<file path="config.mk">
export PLATFORM = sky130hd
export DESIGN_NAME = nibble_add_arbiter
export DESIGN_NICKNAME = d
export VERILOG_FILES = /design/src/rtl/nibble_add_arbiter.sv
export SDC_FILE = /design/constraint.sdc
export NUM_CORES = 1
export LEC_CHECK = 0
export ABC_AREA = 1
export CELL_PAD_IN_SITES_DETAIL_PLACEMENT = 1
export CELL_PAD_IN_SITES_GLOBAL_PLACEMENT = 1
export CORE_MARGIN = 2
export CORE_UTILIZATION = 34
export DETAILED_ROUTE_END_ITERATION = 10
export GPL_ROUTABILITY_DRIVEN = 0
export PLACE_DENSITY = 0.87
export SLEW_MARGIN = 20
export SYNTH_ARGS = -nofsm -noshare
export SYNTH_HDL_FRONTEND = slang
export SYNTH_SLANG_ARGS = --single-unit
</file>
<file path="constraint.sdc">
create_clock -name clk -period 1.75 [get_ports clk]
set_clock_uncertainty 0.2 [all_clocks]
set_input_delay 0.4375 -clock clk [delete_from_list [all_inputs] [get_ports clk]]
set_output_delay 0.4375 -clock clk [all_outputs]
set_load 0.05 [all_outputs]
</file>
<file path="src/rtl/nibble_add_arbiter.sv">
`default_nettype none
// ============================================================================
// Module   : nibble_add_arbiter
// Purpose  : Shares one OP_W-bit adder between two requesters (A and B).
//            A small IDLE -> EXEC -> OUT controller latches the winner's
//            operands, registers the sum one cycle later and holds the
//            result until the consumer accepts it. Simultaneous requests
//            are resolved round-robin.
//
// Ports    :
//   clk        in   1       single clock, rising edge
//   rst_n      in   1       asynchronous active-low reset
//   req_a      in   1       requester A wants an add
//   a_op0/1    in   OP_W    requester A operands
//   req_b      in   1       requester B wants an add
//   b_op0/1    in   OP_W    requester B operands
//   res_ready  in   1       consumer accepts the result (only looked at in OUT)
//   gnt_a      out  1       one-cycle grant pulse to A (EXEC cycle)
//   gnt_b      out  1       one-cycle grant pulse to B (EXEC cycle)
//   res_valid  out  1       result held valid (OUT state)
//   res_id     out  1       winner of the current result, 0 = A, 1 = B
//   res_sum    out  OP_W+1  registered sum, carry in MSB
//   busy       out  1       controller is not IDLE
//   done_cnt   out  8       completed transactions, wraps modulo 256
//
// Options  : NIBBLE_ADD_SAT_EN - when defined, sums above 2^OP_W-1 are
//            clamped to 2^OP_W-1 (MSB of res_sum stays 0).
//
// Revision : 1.0  initial release
// ============================================================================

module nibble_add_arbiter #(
    parameter int OP_W = 4
) (
    input  logic            clk,
    input  logic            rst_n,
    input  logic            req_a,
    input  logic [OP_W-1:0] a_op0,
    input  logic [OP_W-1:0] a_op1,
    input  logic            req_b,
    input  logic [OP_W-1:0] b_op0,
    input  logic [OP_W-1:0] b_op1,
    input  logic            res_ready,
    output logic            gnt_a,
    output logic            gnt_b,
    output logic            res_valid,
    output logic            res_id,
    output logic [OP_W:0]   res_sum,
    output logic            busy,
    output logic [7:0]      done_cnt
);

    // ------------------------------------------------------------------------
    // State encoding
    // ------------------------------------------------------------------------
    typedef enum logic [1:0] {
        ST_IDLE = 2'd0,
        ST_EXEC = 2'd1,
        ST_OUT  = 2'd2
    } state_t;

    state_t          r_state;
    state_t          w_state_nxt;

    // Latched operands of the current winner
    logic [OP_W-1:0] r_op0;
    logic [OP_W-1:0] r_op1;

    // Round-robin pointer: 1 means B won last. Kept apart from r_res_id
    // because the two reset to different values.
    logic            r_last_b;
    logic            r_res_id;
    logic [OP_W:0]   r_res_sum;
    logic [7:0]      r_done_cnt;

    logic            w_latch;
    logic            w_accept;
    logic            w_win_b;
    logic [OP_W:0]   w_sum_full;
    logic [OP_W:0]   w_sum;

    // ------------------------------------------------------------------------
    // Round-robin winner
    // B wins when it is the only requester, or when both request and A was
    // the previous winner. With r_last_b = 1 after reset, A wins the first
    // simultaneous request.
    // ------------------------------------------------------------------------
    assign w_win_b = req_b & (~req_a | ~r_last_b);

    // ------------------------------------------------------------------------
    // State register
    // ------------------------------------------------------------------------
    always_ff @(posedge clk or negedge rst_n) begin
        if (!rst_n) begin
            r_state <= ST_IDLE;
        end else begin
            r_state <= w_state_nxt;
        end
    end

    // ------------------------------------------------------------------------
    // Next-state logic and datapath strobes
    // ------------------------------------------------------------------------
    always_comb begin
        w_state_nxt = r_state;
        w_latch     = 1'b0;
        w_accept    = 1'b0;
        case (r_state)
            ST_IDLE: begin
                if (req_a || req_b) begin
                    w_latch     = 1'b1;
                    w_state_nxt = ST_EXEC;
                end
            end
            ST_EXEC: begin
                w_state_nxt = ST_OUT;
            end
            ST_OUT: begin
                // Back-pressure: remain here until the consumer takes it.
                if (res_ready) begin
                    w_accept    = 1'b1;
                    w_state_nxt = ST_IDLE;
                end
            end
            default: begin
                w_state_nxt = ST_IDLE;
            end
        endcase
    end

    // ------------------------------------------------------------------------
    // Shared adder; operands are zero-extended so the carry lands in the MSB
    // ------------------------------------------------------------------------
    assign w_sum_full = {1'b0, r_op0} + {1'b0, r_op1};

`ifdef NIBBLE_ADD_SAT_EN
    localparam logic [OP_W:0] c_sat_max = {1'b0, {OP_W{1'b1}}};

    // A set carry bit is exactly the "true sum above 2^OP_W-1" case.
    assign w_sum = w_sum_full[OP_W] ? c_sat_max : w_sum_full;
`else
    assign w_sum = w_sum_full;
`endif

    // ------------------------------------------------------------------------
    // Operand latch, winner bookkeeping, result and completion counter
    // ------------------------------------------------------------------------
    always_ff @(posedge clk or negedge rst_n) begin
        if (!rst_n) begin
            r_op0      <= '0;
            r_op1      <= '0;
            r_last_b   <= 1'b1;
            r_res_id   <= 1'b0;
            r_res_sum  <= '0;
            r_done_cnt <= 8'd0;
        end else begin
            if (w_latch) begin
                // Operands are captured once; later changes are ignored.
                r_op0    <= w_win_b ? b_op0 : a_op0;
                r_op1    <= w_win_b ? b_op1 : a_op1;
                r_res_id <= w_win_b;
                r_last_b <= w_win_b;
            end
            if (r_state == ST_EXEC) begin
                r_res_sum <= w_sum;
            end
            if (w_accept) begin
                r_done_cnt <= r_done_cnt + 8'd1;
            end
        end
    end

    // ------------------------------------------------------------------------
    // Outputs: decoded from registered state, so they drop at once on reset
    // ------------------------------------------------------------------------
    assign gnt_a     = (r_state == ST_EXEC) & ~r_res_id;
    assign gnt_b     = (r_state == ST_EXEC) &  r_res_id;
    assign res_valid = (r_state == ST_OUT);
    assign busy      = (r_state != ST_IDLE);
    assign res_id    = r_res_id;
    assign res_sum   = r_res_sum;
    assign done_cnt  = r_done_cnt;

endmodule

`default_nettype wire

</file>
Fig. 1: gate families picked out
Scale bar: 20 µm.
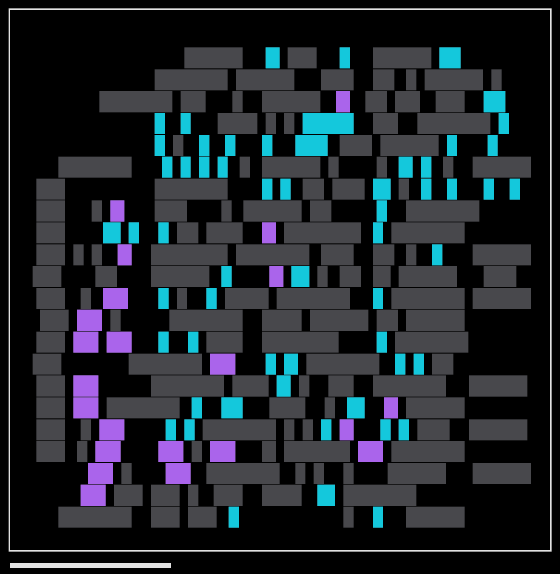
[NAND gates] cyan | cells: 58 | most used: nand2_1
[inverting AOI/OAI gates] purple | cells: 22 | most used: o21ai_2
Commonest Layout Cell: sky130_fd_sc_hd__nand2_1
post-route insts no fill: 259

Fig. 2: the clock network
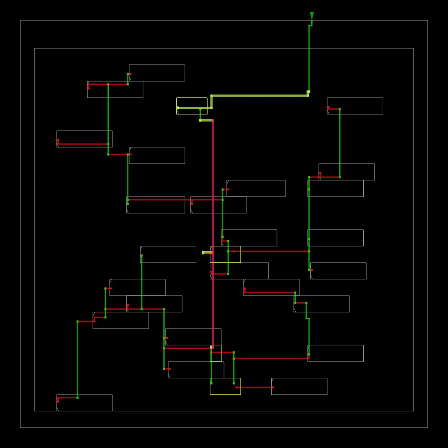
cts bufs inserted: 3
number of sinks driven by the clock tree: 25
clock latency reported for the late side of the worst-skew pair: 280 ps

Fig. 3: pin map
Pins as bars across the die edge, other pins in grey.
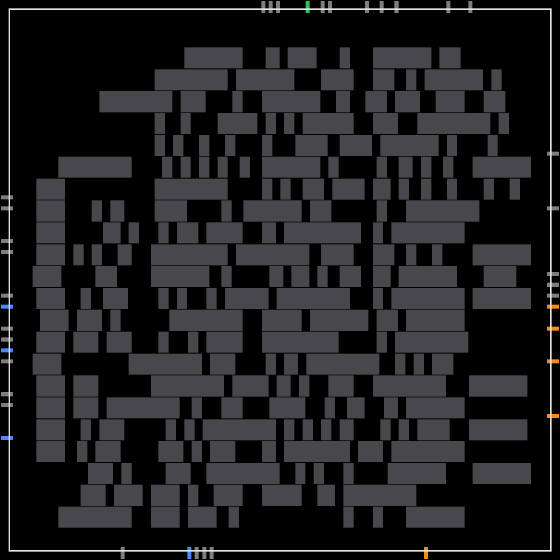
[busy] green | pins: 1 | direction: output | edge: top
[a_op0] blue | pins: 4 | direction: input | edge: 3 left, 1 bottom
[res_sum] orange | pins: 5 | direction: output | edge: 4 right, 1 bottom
all pins by edge: 13 left, 11 top, 9 right, 6 bottom
Vert. Die Dim: 67.2 µm
buffers added on ports: 38
DIE WIDTH: 67.2 µm

==> run_summary.xml <==
<?xml version="1.0" encoding="UTF-8"?>
<metrics>
  <group name="synthesis">
    <metric name="area_leaders" unit="">sky130_fd_sc_hd__dfrtp_1 (44%), sky130_fd_sc_hd__nand2_1 (13%), sky130_fd_sc_hd__o21ai_2 (9.0%), sky130_fd_sc_hd__nor2_1 (4.7%), sky130_fd_sc_hd__ha_1 (4.6%)</metric>
    <metric name="yosys_most_used_dff" unit="">sky130_fd_sc_hd__dfrtp_1</metric>
    <metric name="synth-cells-yosys" unit="">157</metric>
    <metric name="synth_sequential_area_ratio" unit="%">46.2</metric>
    <metric name="ys_seq_elements" unit="">25</metric>
    <metric name="syn_avg_cell_area" unit="µm²">8.64</metric>
    <metric name="syn-instance-count" unit="">157</metric>
    <metric name="edf_count" unit="">0</metric>
    <metric name="synth_async_sr_flop_share" unit="%">100</metric>
    <metric name="mappedNetlistNets" unit="">184</metric>
    <metric name="post-synth-top-area-cell" unit="">sky130_fd_sc_hd__dfrtp_1</metric>
    <metric name="synth_largest_type_area_fraction" unit="%">44.3</metric>
    <metric name="synth.cell_area" unit="µm²">1360</metric>
    <metric name="synth_cell_type_count" unit="">22</metric>
    <metric name="yosysMostFrequentCell" unit="">sky130_fd_sc_hd__nand2_1</metric>
    <metric name="yosys_warnings" unit="">0</metric>
    <metric name="top_cells_by_count" unit="">sky130_fd_sc_hd__nand2_1 (47), sky130_fd_sc_hd__dfrtp_1 (24), sky130_fd_sc_hd__nor2_1 (17), sky130_fd_sc_hd__inv_1 (16), sky130_fd_sc_hd__o21ai_2 (14)</metric>
    <metric name="yosysChipArea" unit="µm²">1360</metric>
  </group>
  <group name="timing">
    <metric name="hold_viol_final" unit="">0</metric>
    <metric name="max_freq" unit="MHz">553</metric>
    <metric name="max-slew-margin-rel" unit="%">83.0</metric>
    <metric name="setup_slack" unit="ps">-57.2</metric>
    <metric name="final_period_minus_worst_setup_slack" unit="ps">1810</metric>
    <metric name="worst_margin_slew" unit="ps">255</metric>
    <metric name="setup_viol_count_final" unit="">4</metric>
    <metric name="grt_setup_unrepaired" unit="">true</metric>
    <metric name="finalCritPeriodShare" unit="%">103</metric>
    <metric name="summed_negative_setup_slack_over_all_endpoints" unit="ps">-179</metric>
  </group>
  <group name="place">
    <metric name="detailed_place.area" unit="µm²">2060</metric>
    <metric name="hpwlAfterDp" unit="µm">2880</metric>
  </group>
  <group name="hold_path">
    <metric name="min-delay-start" unit="">r_last_b</metric>
    <metric name="min_path_type" unit="">reg -&gt; reg</metric>
  </group>
  <group name="drt">
    <metric name="detailedRoute.firstPassIterationCount" unit="">4</metric>
    <metric name="vias_per_instance" unit="">4.78</metric>
    <metric name="drc_viols" unit="">0</metric>
  </group>
  <group name="job">
    <metric name="max-cap-violations" unit="">0</metric>
  </group>
  <group name="die">
    <metric name="die_area" unit="µm²">4510</metric>
    <metric name="design.portCount" unit="">39</metric>
    <metric name="rows" unit="">22</metric>
  </group>
  <group name="worst_setup_path">
    <metric name="slowest_cell_delay_on_critical_path" unit="ps">440</metric>
    <metric name="worstSetupStartpoint" unit="">r_state[1]</metric>
    <metric name="worstPathBufferInverterCount" unit="">2</metric>
    <metric name="critPathRequiredTime" unit="ps">1110</metric>
    <metric name="worst_r2r_startpoint" unit="">r_op0[2]</metric>
    <metric name="crit_top_cell" unit="">sky130_fd_sc_hd__nor2_4</metric>
    <metric name="worst_r2r_path_depth" unit="">5</metric>
    <metric name="timing.critical_path.cells" unit="">nor2_4, inv_4, nor2_4, buf_12</metric>
    <metric name="critical-path-top-delay-family" unit="">flip-flops</metric>
    <metric name="reg2reg_to" unit="">res_sum[3]</metric>
    <metric name="cp_max_fo" unit="">3</metric>
    <metric name="critical_path_class" unit="">reg -&gt; out</metric>
    <metric name="worst_path_max_delay_cell" unit="">sky130_fd_sc_hd__dfrtp_2</metric>
    <metric name="worstSetupEndpointType" unit="">primary output</metric>
  </group>
  <group name="clocking">
    <metric name="cts_hold_buffers" unit="">0</metric>
    <metric name="tritoncts" unit="">done</metric>
    <metric name="cts-root-buf" unit="">sky130_fd_sc_hd__clkbuf_8</metric>
    <metric name="h_tree_depth_reported_by_cts" unit="">1</metric>
    <metric name="clock_tree.buffer_depth" unit="">2</metric>
  </group>
  <group name="global_route">
    <metric name="grt_remaining_overflow" unit="">0</metric>
    <metric name="antenna_found_initial" unit="">0</metric>
    <metric name="vias_in_the_first_global_route" unit="">1340</metric>
  </group>
  <group name="power_and_ir_drop">
    <metric name="power-per-cell-area" unit="nW/µm²">1940</metric>
    <metric name="leakage" unit="nW">1.02</metric>
    <metric name="ir_worst_vdd" unit="V">0.000597</metric>
  </group>
  <group name="final_layout">
    <metric name="flow.area_growth_from_synthesis" unit="%">62.0</metric>
    <metric name="diodes_inserted" unit="">0</metric>
    <metric name="final_nets" unit="">239</metric>
    <metric name="mostFrequentLayoutCells" unit="">sky130_fd_sc_hd__nand2_1 (44), sky130_fd_sc_hd__dfrtp_1 (22), sky130_fd_sc_hd__buf_12 (21)</metric>
  </group>
  <group name="outcome">
    <metric name="run_status" unit="">finished with violations</metric>
    <metric name="violations" unit="">negative setup slack</metric>
  </group>
</metrics>
Fig. 4: register map, names as in the netlist
Scale bar: 20 µm. Other sequential cells in the stronger grey, the rest of the logic in the fainter grey.
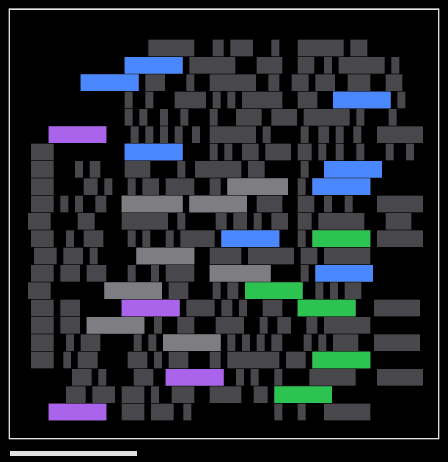
[done_cnt] blue | placed flops: 8
[res_sum] green | placed flops: 5
[r_op0] purple | placed flops: 4
not coloured: 8
Final Util: 58.7%
register area: 629 µm²

Fig. 5: wiring by layer
Two of the layers only.
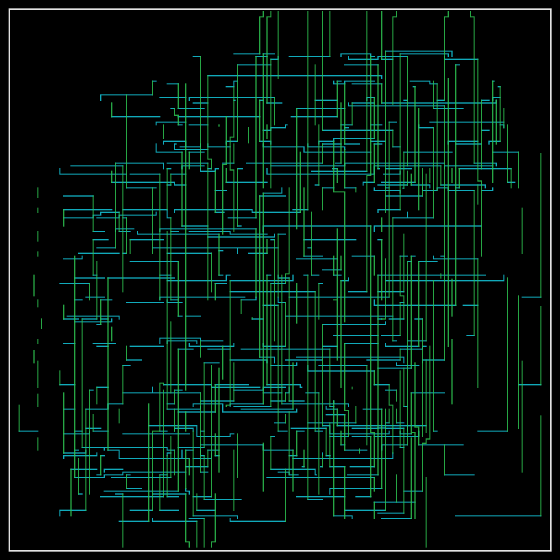
[met2] green | wire length: 2,310 µm
[met1] cyan | wire length: 1,550 µm
Via Count: 1,238
overall fraction of global-route tracks in use: 20.1%
overall routed net length: 4070 µm
Routed WL per cell: 15.7 µm

final cells by class:
cell class | count | area, µm²
Tap cell | 48 | 60.1
Fill cell | 423 | 1550
Clock inverter | 1 | 5.00
Inverter | 21 | 86.3
Multi-Input combinational cell | 110 | 679
Clock buffer | 3 | 41.3
Sequential cell | 25 | 629
Timing Repair Buffer | 51 | 696
what timing repair did:
item,4_1_cts,5_1_grt
resized,6,8
gates cloned,0,0
pin swaps,0,2
setup buffers,6,0
setup endpoints to repair,3,5
registers in the layout, indices dropped and copies added, names as in the netlist:
name      flops
done_cnt      8
r_last_b      1
r_op0         4
r_op1         4
r_state       2
res_id        1
res_sum       5
worst register-to-register path: stages, from the launching register on:
cell                       delay [ps]
sky130_fd_sc_hd__dfrtp_1          410
sky130_fd_sc_hd__ha_1             380
sky130_fd_sc_hd__a21oi_1          270
sky130_fd_sc_hd__nand3b_1         120
sky130_fd_sc_hd__nand3_1          110
sky130_fd_sc_hd__nand2_1           60
how the worst min path moves through the flow:
| stage | to | slack [ps] | depth (start not counted) |
|---|---|---|---|
| 3_5_place_dp | r_last_b | 270 | 2 |
| 6_report | r_last_b | 280 | 2 |
| 2_1_floorplan | done_cnt[0] | -60 | 0 |
| 3_3_place_gp | r_last_b | 260 | 2 |
| 4_1_cts | r_last_b | 290 | 2 |
| 5_1_grt | r_last_b | 300 | 2 |
through the flow:
step / hold WS (ps) / utilization (%) / instances / setup WS [ps]
after CTS: 286 / 58.2 / 259 / -56.4
after global routing: 304 / 58.7 / 259 / -108
after floorplan: -58.1 / - / 157 / -30.6
after detailed placement: 266 / 54.9 / 249 / -73.0
after global placement: 261 / 54.9 / 249 / 0.348
final: 281 / 58.7 / 259 / -57.2
routing by layer:
layer	vias up	GRT usage, %	routed length [µm]	part of all wire (%)
met5	-	0	0	0
met4	0	6.38	77	1.9
met3	7	2.17	132	3.2
met2	33	38.6	2310	57
met1	597	23.0	1550	38
li1	601	-	-	-
kinds of logic (layout without fill, tap and decap cells):
| group | after synthesis | after routing | share of synthesized area, % |
|---|---|---|---|
| and+or+nand+nor | 79 | 79 | 26.8 |
| DFF | 25 | 25 | 46.2 |
| AOI/OAI and AO/OA | 22 | 22 | 12.0 |
| buffers and inverters | 22 | 76 | 6.92 |
| adders and majority gates | 6 | 6 | 6.09 |
| xor gates and xnor gates | 3 | 3 | 1.94 |
power breakdown:
group | leakage (nW) | internal, mW | switching, mW
logic | 0.689 | 1.25 | 1.54
registers | 0.309 | 0.836 | 0.272
clock network | 0.0255 | 0.160 | 0.198
total | 1.02 | 2.25 | 2.01
Power is estimated from default activity; no workload was simulated.
